Figure 1. M1 wires (run 1).
Supply wires on this layer in gray.
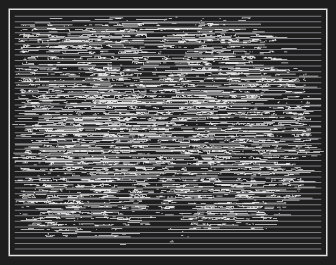
Figure 2. Metal 2 (run 1).
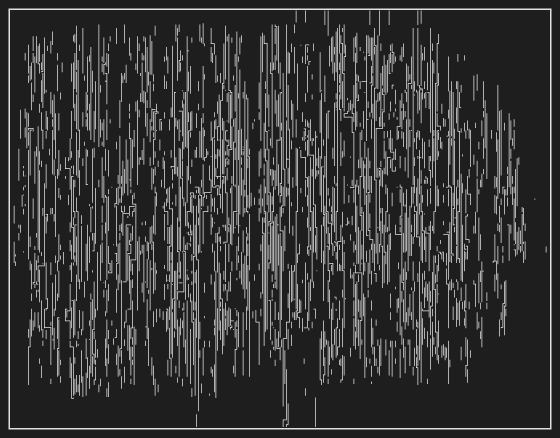
Figure 3. Signal wires on met3 (run 1).
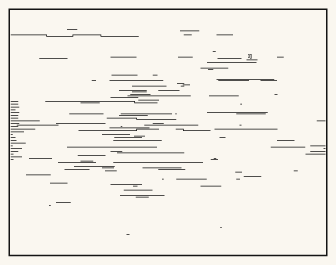
Figure 4. Metal 4 (run 1).
The bar under the picture is 50 um long. Supply wires on this layer in gray.
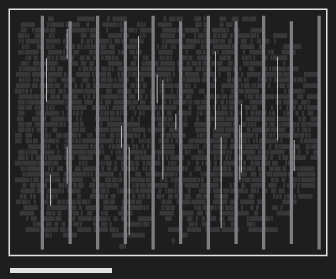
--- config.mk ---
export PLATFORM = sky130hd
export DESIGN_NAME = tetrix_tick_gen_flat
export DESIGN_NICKNAME = d
export VERILOG_FILES = /design/src/rtl/tetrix_tick_gen_if.sv /design/src/rtl/tetrix_tick_gen.sv /design/src/flat_wrapper.sv
export SDC_FILE = /design/constraint.sdc
export NUM_CORES = 1
export LEC_CHECK = 0
export ABC_AREA = 0
export CAP_MARGIN = 40
export CORE_AREA = 2 2 153 118
export CTS_CLUSTER_SIZE = 12
export DETAILED_ROUTE_END_ITERATION = 6
export DIE_AREA = 0 0 155 120
export PLACE_DENSITY = 0.72
export SLEW_MARGIN = 20
export SYNTH_ARGS = -nofsm -noshare
export SYNTH_HDL_FRONTEND = slang
export SYNTH_SLANG_ARGS = --single-unit
--- constraint.sdc ---
create_clock -name clk_in -period 2.5 [get_ports clk_in]
set_input_delay 0.75 -clock clk_in [delete_from_list [all_inputs] [get_ports clk_in]]
set_output_delay 0.75 -clock clk_in [all_outputs]
set_load 0.03 [all_outputs]
--- src/rtl/tetrix_tick_gen_if.sv ---
// -----------------------------------------------------------------------------
// tetrix_tick_gen_if
// Divisor-programming bus for tetrix_tick_gen.
//   div_we  : one-cycle write strobe
//   div_sel : target channel index (writes to indices >= NUM_CH are dropped)
//   div_val : new divisor; the channel period becomes div_val+1 cycles
// master drives the bus (controller / testbench), slave is the tick generator.
// -----------------------------------------------------------------------------
interface tetrix_tick_gen_if #(
    parameter int unsigned DIV_W = 24
);
    logic             div_we;
    logic [3:0]       div_sel;
    logic [DIV_W-1:0] div_val;

    modport master (output div_we, output div_sel, output div_val);
    modport slave  (input  div_we, input  div_sel, input  div_val);
endinterface

--- src/rtl/tetrix_tick_gen.sv ---
// -----------------------------------------------------------------------------
// tetrix_tick_gen
// Reset stretcher plus NUM_CH independent programmable periodic tick channels.
//
// Ports:
//   clk_in      : system clock, all logic on the rising edge
//   rst         : synchronous active-low reset
//   run         : 1 = channels count, 0 = counters frozen and ticks suppressed
//   cfg         : divisor write bus (tetrix_tick_gen_if.slave)
//   sys_rst_out : active-high reset held RST_HOLD edges past rst release
//   tick        : one-cycle pulse per channel period (div+1 cycles)
//   phase       : per-channel toggle on every tick (50% square wave)
//
// Build option:
//   TICK_ALIGN_EN : any accepted divisor write restarts every channel and
//                   clears all phase bits, keeping channels phase-aligned.
// -----------------------------------------------------------------------------
module tetrix_tick_gen #(
    parameter int unsigned      NUM_CH      = 4,
    parameter int unsigned      DIV_W       = 24,
    parameter logic [DIV_W-1:0] DEFAULT_DIV = DIV_W'(999_999),
    parameter int unsigned      RST_HOLD    = 16
) (
    input  logic                clk_in,
    input  logic                rst,
    input  logic                run,
    tetrix_tick_gen_if.slave    cfg,
    output logic                sys_rst_out,
    output logic [NUM_CH-1:0]   tick,
    output logic [NUM_CH-1:0]   phase
);

    localparam int unsigned HOLD_W = 8;

    // Reset stretch state
    logic [HOLD_W-1:0] hold_cnt_q, hold_cnt_d;
    logic              sys_rst_q,  sys_rst_d;

    // Per-channel state
    logic [DIV_W-1:0]  div_q [NUM_CH];
    logic [DIV_W-1:0]  div_d [NUM_CH];
    logic [DIV_W-1:0]  cnt_q [NUM_CH];
    logic [DIV_W-1:0]  cnt_d [NUM_CH];
    logic [NUM_CH-1:0] tick_q,  tick_d;
    logic [NUM_CH-1:0] phase_q, phase_d;

    // Decoded write controls
    logic              write_ok;
    logic              count_en;
    logic [DIV_W-1:0]  wr_val;
    logic [NUM_CH-1:0] sel_hit;
    logic [NUM_CH-1:0] clr_ch;

    assign wr_val = cfg.div_val;

    // Write decode: out-of-range channel indices are silently dropped.
    always_comb begin
        write_ok = cfg.div_we && (32'(cfg.div_sel) < NUM_CH);
        sel_hit  = '0;
        clr_ch   = '0;
        for (int unsigned i = 0; i < NUM_CH; i++) begin
            sel_hit[i] = write_ok && (32'(cfg.div_sel) == i);
`ifdef TICK_ALIGN_EN
            clr_ch[i]  = write_ok;
`else
            clr_ch[i]  = sel_hit[i];
`endif
        end
    end

    // Reset stretch: sys_rst falls on the RST_HOLD-th edge with rst released.
    always_comb begin
        hold_cnt_d = hold_cnt_q;
        sys_rst_d  = sys_rst_q;
        if (sys_rst_q) begin
            hold_cnt_d = hold_cnt_q + HOLD_W'(1);
            if (hold_cnt_q == HOLD_W'(RST_HOLD - 1)) begin
                sys_rst_d = 1'b0;
            end
        end
    end

    // Channels count only once the stretched reset has dropped.
    assign count_en = run && !sys_rst_q;

    // Channel next state; a write beats a simultaneous terminal count.
    always_comb begin
        tick_d  = '0;
        phase_d = phase_q;
        for (int unsigned i = 0; i < NUM_CH; i++) begin
            div_d[i] = div_q[i];
            cnt_d[i] = cnt_q[i];
            if (sel_hit[i]) begin
                div_d[i] = wr_val;
            end
            if (clr_ch[i]) begin
                cnt_d[i]  = '0;
                tick_d[i] = 1'b0;
`ifdef TICK_ALIGN_EN
                phase_d[i] = 1'b0;
`endif
            end else if (count_en) begin
                if (cnt_q[i] == div_q[i]) begin
                    cnt_d[i]   = '0;
                    tick_d[i]  = 1'b1;
                    phase_d[i] = ~phase_q[i];
                end else begin
                    cnt_d[i]   = cnt_q[i] + DIV_W'(1);
                end
            end
        end
    end

    // State registers with synchronous active-low reset.
    always_ff @(posedge clk_in) begin
        if (!rst) begin
            hold_cnt_q <= '0;
            sys_rst_q  <= 1'b1;
            tick_q     <= '0;
            phase_q    <= '0;
            for (int unsigned i = 0; i < NUM_CH; i++) begin
                div_q[i] <= DEFAULT_DIV;
                cnt_q[i] <= '0;
            end
        end else begin
            hold_cnt_q <= hold_cnt_d;
            sys_rst_q  <= sys_rst_d;
            tick_q     <= tick_d;
            phase_q    <= phase_d;
            for (int unsigned i = 0; i < NUM_CH; i++) begin
                div_q[i] <= div_d[i];
                cnt_q[i] <= cnt_d[i];
            end
        end
    end

    assign sys_rst_out = sys_rst_q;
    assign tick        = tick_q;
    assign phase       = phase_q;

endmodule

--- src/flat_wrapper.sv ---
// flat-port wrapper written by rule: the top's interface ports become plain ports
module tetrix_tick_gen_flat 
#(
    parameter int unsigned      NUM_CH      = 4,
    parameter int unsigned      DIV_W       = 24,
    parameter logic [DIV_W-1:0] DEFAULT_DIV = DIV_W'(999_999),
    parameter int unsigned      RST_HOLD    = 16
)
  (clk_in, rst, run, sys_rst_out, tick, phase, cfg_div_we, cfg_div_sel, cfg_div_val);
  tetrix_tick_gen_if #(.DIV_W(DIV_W)) cfg_i ();
  input  logic clk_in;
  input  logic rst;
  input  logic run;
  output logic sys_rst_out;
  output logic [NUM_CH-1:0] tick;
  output logic [NUM_CH-1:0] phase;
  input wire logic [$bits(cfg_i.div_we)-1:0] cfg_div_we;
  input wire logic [$bits(cfg_i.div_sel)-1:0] cfg_div_sel;
  input wire logic [$bits(cfg_i.div_val)-1:0] cfg_div_val;
  assign cfg_i.div_we = cfg_div_we;
  assign cfg_i.div_sel = cfg_div_sel;
  assign cfg_i.div_val = cfg_div_val;
  tetrix_tick_gen #(.NUM_CH(NUM_CH), .DIV_W(DIV_W), .DEFAULT_DIV(DEFAULT_DIV), .RST_HOLD(RST_HOLD)) u_core (.clk_in(clk_in), .rst(rst), .run(run), .cfg(cfg_i), .sys_rst_out(sys_rst_out), .tick(tick), .phase(phase));
endmodule
==> out/qor.csv, run 1 <==
stage;metric;value;unit
status;status;complete, no violations;
worst_setup_path;critPathKind;reg2out;
power;p_leak;4.258;nW
logic_synthesis;xor_share;0.1808;
die;rows;42;
logic_synthesis;ys_cells;1105;
layout;areaGrowthSynthToFinish;16.78;%
layout;nets;1209;
worst_setup_path;r2r-end;u_core.cnt_q[1][23]$_SDFFE_PP0P_;
final_timing;worst_pin_slew;0.5160;ns
worst_hold_path;hold_class;reg2reg;
final_timing;finClkSkew;0.02333;ns
routing;wl;23.71;mm
power;pwr-share-seq;0.512;
logic_synthesis;postSynthSeqShare;0.4547;
clock_tree;cts_tree;yes;
final_timing;post-route-period-util;0.9666;
power;p_int;0.005126;W
routing;ant_nets;0;
die;die_w;155;um
final_timing;slew_viol_final;0;
routing;drtIter0Drc;688;
logic_synthesis;logic_family;simple AND/OR/NAND/NOR gates;
worst_setup_path;ff2ff_path_depth;6;
worst_setup_path;cp-start-kind;register;
clock_tree;hold_buffers;0;
routing;num_vias;7694;
clock_tree;htree_num_levels;1;
worst_setup_path;arrival;1.67;ns
power;clockPowerShare;0.444;
final_timing;rsz0062_at_grt;false;
worst_setup_path;crit_path_end;phase[3];
die;die_area;0.01860;mm2
final_timing;hold_viol_final;0;
logic_synthesis;syn_inst;1105;
layout;stdcell_area;0.01075;mm2
logic_synthesis;synthTopCellsByCount;nand2_1 (234), dfxtp_1 (209), xor2_1 (156);
clock_tree;cts.sinks;209;
logic_synthesis;top_cells_by_area;dfxtp_1 (45%), xor2_1 (15%), nand2_1 (9.5%);
logic_synthesis;synthFlopType;dfxtp_1;
global_route;grt_max_degree;27;
worst_hold_path;hold_depth;2;
routing;vias_per_cell;5.488;
final_timing;slew-limit-headroom;0.6528;
layout;final_common_cell;nand2_1;
About Figure 1:
- main direction: horizontal
- longest straight run: 51.5 um
- nets with wire on the layer: 1123
- wire length on this layer: 11500 um

About Figure 2:
- longest straight run: 52.6 um
- share of all routed wire: 44%
- main direction: vertical
- wire length on this layer: 10400 um
- nets with wire on the layer: 953

About Figure 3:
- share of all routed wire: 5.8%
- longest straight run: 43.9 um
- wire length on this layer: 1380 um
- nets with wire on the layer: 96
- main direction: horizontal

About Figure 4:
- wire length on this layer: 420 um
- nets with wire on the layer: 7

## run 1: layout make-up
| class | instances | area, um2 |
|---|---|---|
| Fill cell | 1523 | 6437 |
| Multi-Input combinational cell | 835 | 4772 |
| Sequential cell | 209 | 4184 |
| Timing Repair Buffer | 95 | 858.3 |
| Clock buffer | 32 | 598.1 |
| Tap cell | 220 | 275.3 |
| Inverter | 9 | 33.78 |
| Clock inverter | 2 | 25.02 |
## run 1: stage by stage
step	cells	setup slack [ns]	total power (W)	setup TNS (ns)	hold slack, ns
after floorplan	1105	0.4739	0.003579	0	0.4478
after global placement	1368	-0.2402	0.003743	-11.83	0.4554
after detailed placement	1368	-0.2256	0.003747	-15.87	0.4591
after CTS	1402	0.1018	0.006650	0	0.4668
after global routing	1402	0.05629	0.006818	0	0.4864
final	1402	0.08353	0.006617	0	0.4642
## run 1: routing by layer
metal  wire [um]  share of wire  GRT usage  vias up
met4         419          0.018    0.05266        0
met3        1379          0.058    0.03142       37
li1            -              -          -     3811
met5           0              0          0        -
met2       10370           0.44     0.3931      202
met1       11540           0.49     0.3928     3644
## run 1: power groups by stage
| stage | registers, W | logic (W) | clock network (W) |
|---|---|---|---|
| 2_1_floorplan | 0.00345 | 0.000125 | 0 |
| 3_3_place_gp | 0.00346 | 0.000284 | 0 |
| 3_5_place_dp | 0.00346 | 0.000287 | 0 |
| 4_1_cts | 0.00339 | 0.000291 | 0.00297 |
| 5_1_grt | 0.00339 | 0.000314 | 0.00311 |
| 6_report | 0.00339 | 0.000294 | 0.00294 |
## run 1: tightest hold or removal path, stage by stage, from the launching register on
cell and delay, ns:
dfxtp_1 0.31, nand2_1 0.05, a21oi_1 0.05
==> inputs of run 2 (changes only) <==
Settings changed: CORE_AREA 2 2 153 118 to 2 2 169 129, DIE_AREA 0 0 155 120 to 0 0 171 131, PLACE_DENSITY 0.72 to 0.62.
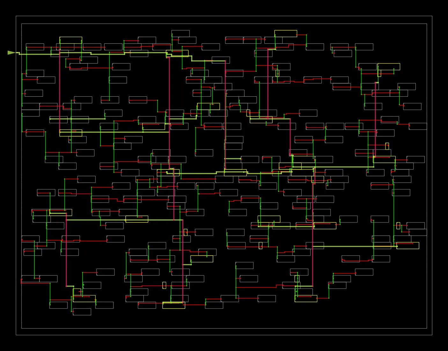
Figure 5: run 2, the clock network.
worst skew pair latency: 0.52 ns
Sink Count: 209

==> out/qor.csv, run 2 <==
stage;metric;value;unit
status;status;complete, no violations;
final_timing;rsz0062_at_grt;false;
worst_setup_path;critPathKind;reg2out;
die;rows;46;
layout;nets;1206;
power;fin_total_pwr;0.006716;W
clock_tree;htree_num_levels;1;
clock_tree;hold_buffers;0;
layout;stdcell_area;0.01086;mm2
layout;areaGrowthSynthToFinish;17.97;%
worst_setup_path;cp-start-kind;register;
final_timing;timing.hold.ws;0.4651;ns
logic_synthesis;top_cells_by_area;dfxtp_1 (45%), xor2_1 (15%), nand2_1 (9.5%);
die;die_w;171;um
worst_setup_path;arrival;1.59;ns
final_timing;finClkSkew;0.02156;ns
final_timing;post-route-period-util;0.9349;
place;place_ws;-0.1130;ns
worst_hold_path;hold_class;reg2reg;
global_route;use_met3;0.03916;
global_route;grtUsageMet1;0.3320;
clock_tree;cts_tree;yes;
routing;num_vias;7590;
final_timing;slew-limit-headroom;0.6918;
layout;finalNonFillerCells;1467;
place;numPlacedInstances;1433;
final_timing;worst_pin_slew;0.4616;ns
logic_synthesis;synthFlopType;dfxtp_1;
final_timing;slew_viol_final;0;
final_timing;tns;0;ns
layout;final_common_cell;nand2_1;
logic_synthesis;postSynthSeqShare;0.4547;
routing;ant_nets;0;
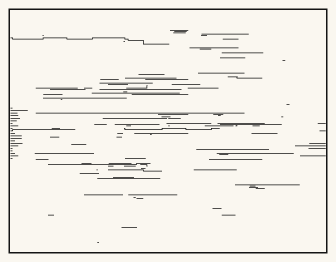
Figure 6: run 2, signal wires on met3.
- main direction: horizontal
- share of all routed wire: 7.0%

## run 2: cell counts after synthesis
Identical to the previous run, type by type.
## run 2: kinds of logic (layout without fill, tap and decap cells)
kind of cell | count (synthesis) | in the layout | synth area share
buf+inv | 61 | 135 | 0.02706
simple gates | 564 | 564 | 0.2866
flops | 209 | 209 | 0.4547
compound gates | 75 | 75 | 0.04296
mux | 1 | 1 | 0.001088
xor+xnor | 190 | 190 | 0.1808
fa+ha+maj | 5 | 5 | 0.006798
## run 2: area by class of cell
type / instances / area [um2] / area share
Timing Repair Buffer: 92 / 873.3 / 0.08044
Multi-Input combinational cell: 835 / 4772 / 0.4396
Clock buffer: 32 / 619.3 / 0.05705
Clock inverter: 2 / 13.76 / 0.001268
Tap cell: 288 / 360.3 / 0.03319
Inverter: 9 / 33.78 / 0.003112
Sequential cell: 209 / 4184 / 0.3854
## run 2: per-layer routing
metal / share of wire / up-vias
met4: 0.019 / 0
met1: 0.49 / 3546
met3: 0.070 / 35
met5: 0 / -
met2: 0.42 / 211
li1: - / 3798
## run 2: path summary, 6_finish.rpt
path,start,endpoint,cells past startpoint
setup / recovery,u_core.phase[0]$_SDFFE_PN0P_,phase[0],1
hold / removal,u_core.div_q[3][13]$_SDFFE_PN0P_,u_core.div_q[3][13]$_SDFFE_PN0P_,2
setup reg to reg,u_core.cnt_q[2][7]$_SDFFE_PP0P_,u_core.phase[2]$_SDFFE_PN0P_,5
hold reg to reg,u_core.div_q[3][13]$_SDFFE_PN0P_,u_core.div_q[3][13]$_SDFFE_PN0P_,2
## run 2: where the power goes
| part | switching [W] | internal, W | leakage (nW) |
|---|---|---|---|
| sequential | 0.0000244 | 0.00336 | 1.69 |
| clock | 0.00133 | 0.00170 | 0.308 |
| combinational | 0.000183 | 0.000112 | 2.27 |
Power is estimated from default activity; no workload was simulated.
